Design i2c_reg16_responder, sky130hd; sources not shown.
Run 1, floorplan with the power grid:
Scale bar: 20 um. Pins as bars on the die edge. Tap cells in gray.
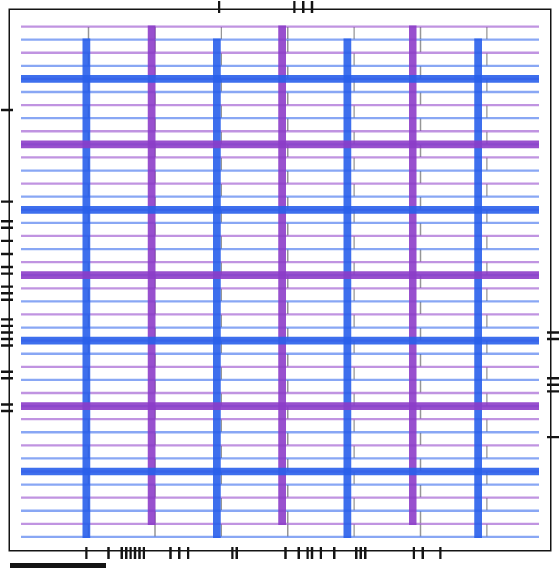
Blue stands for VSS. Purple stands for VDD.
7 straps on met5. 143 tap cells. 7 straps on met4. 55 signal pins sit on the boundary. The core has 39 rows.
Peak VDD IR: 774.9 uV
core area: 11420 um2
Die X: 112.3 um

Run 1, placed cells, one color a class:
Scale bar: 20 um.
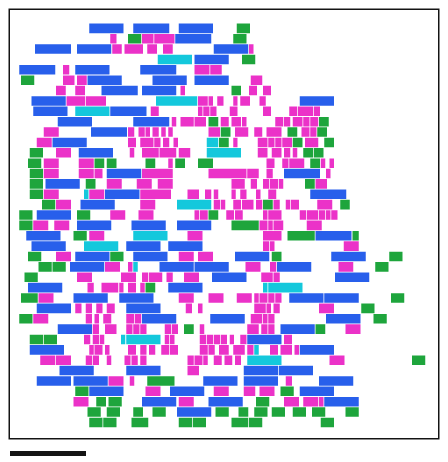
Cyan stands for clock drivers and dummy loads, cells 16. Blue stands for sequential cells, cells 82. Green stands for remaining buffers and delay cells, cells 84. Magenta stands for combinational and other logic, cells 268.
final core occ: 46.22%
cell area after layout: 5278 um2
Row Count: 39
Seq area share: 39.17%

Run 1, clock wires, drivers and flops:
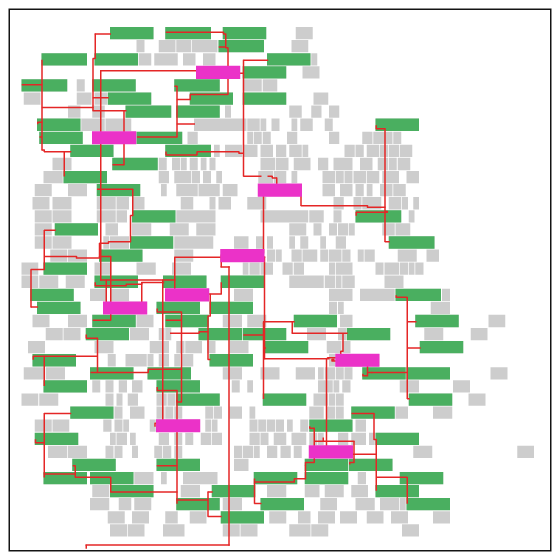
Green stands for flip-flops, count 82. Red stands for clock wires, length 1080 um. Magenta stands for clock drivers, count 9.
Position of the flops: all over the die. There are 10 routed clock nets.
Worst Clk Skew: 0.009018 ns
clock share of power: 27.3%
Clk. pwr: 1.52 mW
Insertion Delay late pin: 0.34 ns

Run 1, routed metal, one color a layer:
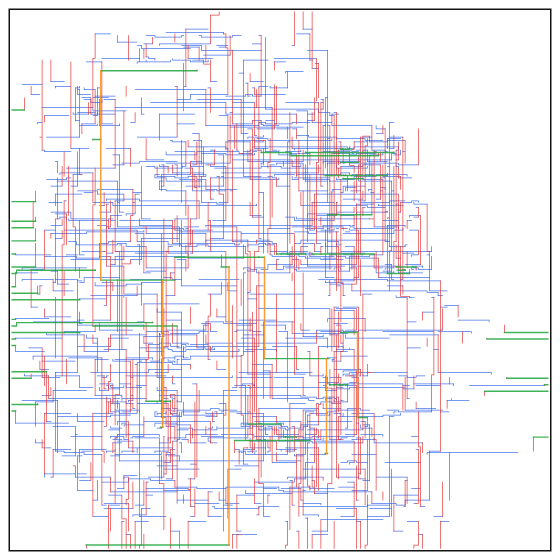
Blue stands for metal 1, wire length 4640 um. Green stands for metal 3, wire length 437 um. Red stands for metal 2, wire length 4550 um. Orange stands for metal 4, wire length 190 um.
routed length per instance: 16.56 um
WL final: 9821 um

==> flow_metrics.py, run 1 <==
# Auto-generated metrics
metrics = {
    "status": {
        "status": "completed",
    },
    "finish": {
        "clk_share_pct": 5.358,
        "drive_gt1_share_pct": 27.33,
        "layout.cells.non_filler": 593,
        "clock_buffers": 14,
        "signal_buffers": 84,
        "multi_input_comb_cells": 261,
        "comb-cell-share_pct": 36.34,
        "area_delta_synth_final_pct": 28.68,
        "logic_area_um2": 1918,
        "dominant-cell-class": "flip-flops and latches",
        "diodes": 0,
        "seq_cells": 82,
        "final-seq-area_um2": 2067,
    },
    "setup_path": {
        "cp-start-kind": "register",
        "cp_max_fo": 7,
        "crit_cells": 1,
        "cp.required_ns": 1.68,
        "crit_path_max_incr_delay_ns": 0.84,
        "crit_family": "buffers and inverters",
        "rrSetupSlack_ns": 0.12,
        "reg2regPathDepth": 6,
        "cp_slowest_cell": "clkdlybuf4s50_1",
        "worst_setup_path_end_kind": "primary output",
        "critPathBufInv": 1,
        "crit_path_cell_trace": "clkdlybuf4s50_1",
        "path_class": "reg2out",
    },
    "timing": {
        "rsz0062_at_grt": "false",
        "fin_ws_ns": 0.04569,
        "clock.fmax_mhz": 486.8,
        "fin_hold_ws_ns": 0.003559,
        "tns_ns": 0,
        "slew_violations": 0,
        "tightestPinTransition_ns": 0.5309,
    },
    "clock_tree": {
        "cts_tree": "done",
        "htreeDepth": 3,
        "cts_root_buffer": "clkbuf_16",
        "holdBufCountCts": 0,
        "clockBufferDepth": 2,
        "post_cts_buffers": 0,
    },
    "floorplanning": {
        "initial_core_util_pct": 35.92,
        "io_pins": 55,
        "die-area_um2": 12600,
        "taps": 143,
    },
    "routing": {
        "drtAntennaViolNets": 0,
        "drcViolationCount": 0,
        "first_pass_iters": 4,
        "vias": 3157,
        "route.met3.wl_um": 436,
        "top_layer": "met4",
        "drt_iter0_drc": 157,
        "viasPerCell": 5.324,
    },
    "logic_synthesis": {
        "ys_cells": 372,
        "syn-cell-area_um2": 4101,
        "ys_seq_share_pct": 50.31,
        "numSynthFlops": 82,
        "yosys_area_um2": 4101,
        "ys_top_cells_by_count": "dfrtp_1 (73), mux2_2 (53), nand2_1 (30)",
        "async_flop_share_pct": 100.0,
        "simple_gate_share_pct": 13.79,
        "synth_dominant_cell_count": "dfrtp_1",
        "aoi_share_pct": 14.37,
        "synthXorXnorAreaFrac_pct": 0.4271,
        "topCombFamilyByArea": "multiplexers",
        "mux_share_pct": 17.11,
        "ys_types": 56,
    },
    "global_route": {
        "grt_busiest_layer": "met2",
        "antenna_found_initial": 0,
        "grt_pass1_wl_um": 16510,
        "use_met3_pct": 3.294,
        "use_met2_pct": 24.22,
        "grt_max_degree": 55,
        "grt-ovfl-total": 0,
        "first_global_vias": 3126,
    },
    "pwr": {
        "pg_seq_mw": 2.24,
        "power_leader": "registers",
        "leakagePower_nw": 2.383,
        "total_power_mw": 5.585,
        "comb-power_mw": 1.82,
        "powerDensity_nw_per_um2": 1058,
        "p_int_mw": 3.639,
        "p_comb_share_pct": 32.6,
    },
    "placement": {
        "placed_area_um2": 4946,
        "port_buffers": 54,
        "hpwl_um": 6817,
        "dp.cells": 573,
    },
    "run": {
        "max-cap-violations": 0,
        "warnings": 27,
    },
    "min_path": {
        "hold_class": "in2async",
    },
}
==> run 2: changes to the inputs <==
ABC_AREA = 1   (was not set)
CORE_UTILIZATION = 41   (was 35)
CTS_BUF_LIST = sky130_fd_sc_hd__clkbuf_4 sky130_fd_sc_hd__clkbuf_8   (was not set)
==> run 2 against run 1 <==
Net effect: maximum frequency up 1.2%; clock power down 16%; flip-flop count unchanged; largest cell class unchanged; first-iteration DRC count up 47%; synthesized area up 7.3%; sequential power about the same; largest power group unchanged.
==> flow_metrics.py, run 2 <==
# Auto-generated metrics
metrics = {
    "status": {
        "status": "completed",
    },
    "pwr": {
        "power_leader": "registers",
        "p_switching_mw": 2.442,
        "comb-power_mw": 2.22,
        "p_comb_share_pct": 38.8,
        "pg_seq_mw": 2.22,
        "clockPowerShare_pct": 22.2,
        "powerClk_mw": 1.27,
        "powerDensity_nw_per_um2": 1071,
        "leakagePower_nw": 2.671,
        "power_switching_share_pct": 42.79,
        "total_power_mw": 5.706,
        "p_int_mw": 3.264,
    },
    "global_route": {
        "first_global_vias": 3896,
        "grt_busiest_layer": "met2",
        "grt_max_degree": 50,
        "grt-ovfl-total": 0,
        "grtUsageTotal_pct": 20.87,
        "grt_pass1_wl_um": 18910,
        "antenna_found_initial": 0,
        "use_met2_pct": 33.15,
        "use_met3_pct": 4.722,
    },
    "finish": {
        "comb-cell-share_pct": 36.93,
        "clk_share_pct": 4.039,
        "multi_input_comb_cells": 422,
        "layout_top_cell": "nand2_1",
        "layout.cells.non_filler": 788,
        "dominant-cell-class": "flip-flops and latches",
        "diodes": 0,
        "seq_cells": 82,
        "drive_gt1_share_pct": 9.202,
        "logic_area_um2": 1968,
        "final-seq-area_um2": 2063,
        "clock_buffers": 9,
        "signal_buffers": 67,
        "area_delta_synth_final_pct": 21.10,
    },
    "setup_path": {
        "worst_setup_path_end_kind": "primary output",
        "cp-start-kind": "register",
        "critPathBufInv": 1,
        "crit_arrival_ns": 1.61,
        "crit_path_cell_trace": "clkdlybuf4s50_1",
        "cp_slowest_cell": "clkdlybuf4s50_1",
        "crit_family": "buffers and inverters",
        "rrSetupSlack_ns": 0.14,
        "cp.required_ns": 1.68,
        "crit_cells": 1,
        "cp_max_fo": 5,
        "path_class": "reg2out",
        "reg2regPathDepth": 8,
        "crit_path_max_incr_delay_ns": 0.83,
    },
    "clock_tree": {
        "clockBufferDepth": 2,
        "cts_tree": "done",
        "clock_latency_ns": 0.36,
        "clk_pin_slew_worst_paths_ns": 0.08,
        "holdBufCountCts": 0,
        "post_cts_buffers": 0,
        "cts-resized-gates": 0,
        "cts_root_buffer": "clkbuf_8",
        "htreeDepth": 3,
        "clock_sinks": 82,
    },
    "logic_synthesis": {
        "synth_dominant_cell_count": "nand2_1",
        "ys_top_cells_by_count": "nand2_1 (181), dfrtp_1 (73), inv_1 (60)",
        "yosys_area_um2": 4400,
        "aoi_share_pct": 10.89,
        "async_flop_share_pct": 100.0,
        "ys_seq_share_pct": 46.89,
        "synthXorXnorAreaFrac_pct": 0.5971,
        "mux_share_pct": 0,
        "ys_cells": 587,
        "numSynthFlops": 82,
        "netlist.area_leader.share_pct": 41.51,
        "avgSynthCellArea_um2": 7.497,
        "yosys.area.top_type": "dfrtp_1",
        "syn-cell-area_um2": 4400,
        "synthFlopType": "dfrtp_1",
        "ys_warn_count": 6,
        "yosys.area_share.adder_pct": 0.8530,
        "area_leaders": "dfrtp_1 (42%), nand2_1 (15%), dfstp_2 (5.4%)",
        "ys_types": 33,
        "simple_gate_share_pct": 32.39,
        "topCombFamilyByArea": "simple AND/OR/NAND/NOR gates",
    },
    "floorplanning": {
        "taps": 136,
        "die-area_um2": 11580,
        "fp.dieW_um": 107.6,
        "io_pins": 55,
        "initial_core_util_pct": 42.43,
    },
    "routing": {
        "drcViolationCount": 0,
        "vias": 3974,
        "top_layer": "met4",
        "first_pass_iters": 5,
        "wirelength_um": 10820,
        "drt_iter0_drc": 231,
        "drtAntennaViolNets": 0,
        "route.met3.wl_um": 591,
        "route.detailed.wl_per_inst_um": 13.74,
        "viasPerCell": 5.043,
        "wl_met1_um": 4858,
    },
    "placement": {
        "port_buffers": 54,
        "hpwl_um": 8061,
        "dp.cells": 772,
        "placed_area_um2": 5106,
    },
    "timing": {
        "fin_hold_ws_ns": 0.02411,
        "slew_violations": 0,
        "tightestPinTransition_ns": 0.5140,
        "clock.fmax_mhz": 492.7,
        "period_used_pct": 96.66,
        "period_needed_ns": 2.030,
        "fin_ws_ns": 0.07016,
        "rsz0062_at_grt": "false",
        "tns_ns": 0,
        "finClkSkew_ns": 0.005956,
        "finalHoldViolations": 0,
    },
    "run": {
        "warnings": 27,
        "max-cap-violations": 0,
    },
    "min_path": {
        "hold_class": "in2async",
    },
}
Run 2, placed cells, one color a class:
Scale bar: 20 um.
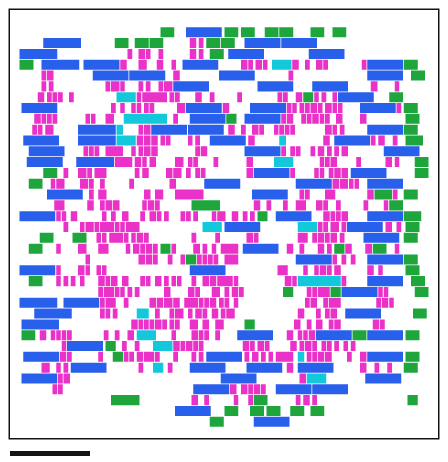
Green stands for remaining buffers and delay cells, cells 67. Magenta stands for combinational and other logic, cells 487. Blue stands for sequential cells, cells 82. Cyan stands for clock drivers and dummy loads, cells 16.
cell area after layout: 5329 um2
Row Count: 37
Seq area share: 38.72%
final core occ: 51.39%
core area: 10370 um2

Run 2, floorplan with the power grid:
Scale bar: 20 um. Pins as bars on the die edge. Tap cells in gray.
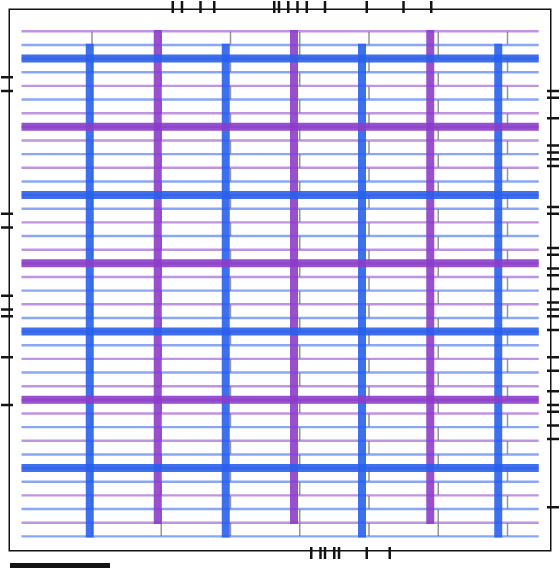
Blue stands for VSS. Purple stands for VDD.
The core has 37 rows. 55 signal pins sit on the boundary.
Peak VDD IR: 550.0 uV
Die Ht: 107.6 um

Power figures rest on the tool's default switching activity, not on a simulated workload.
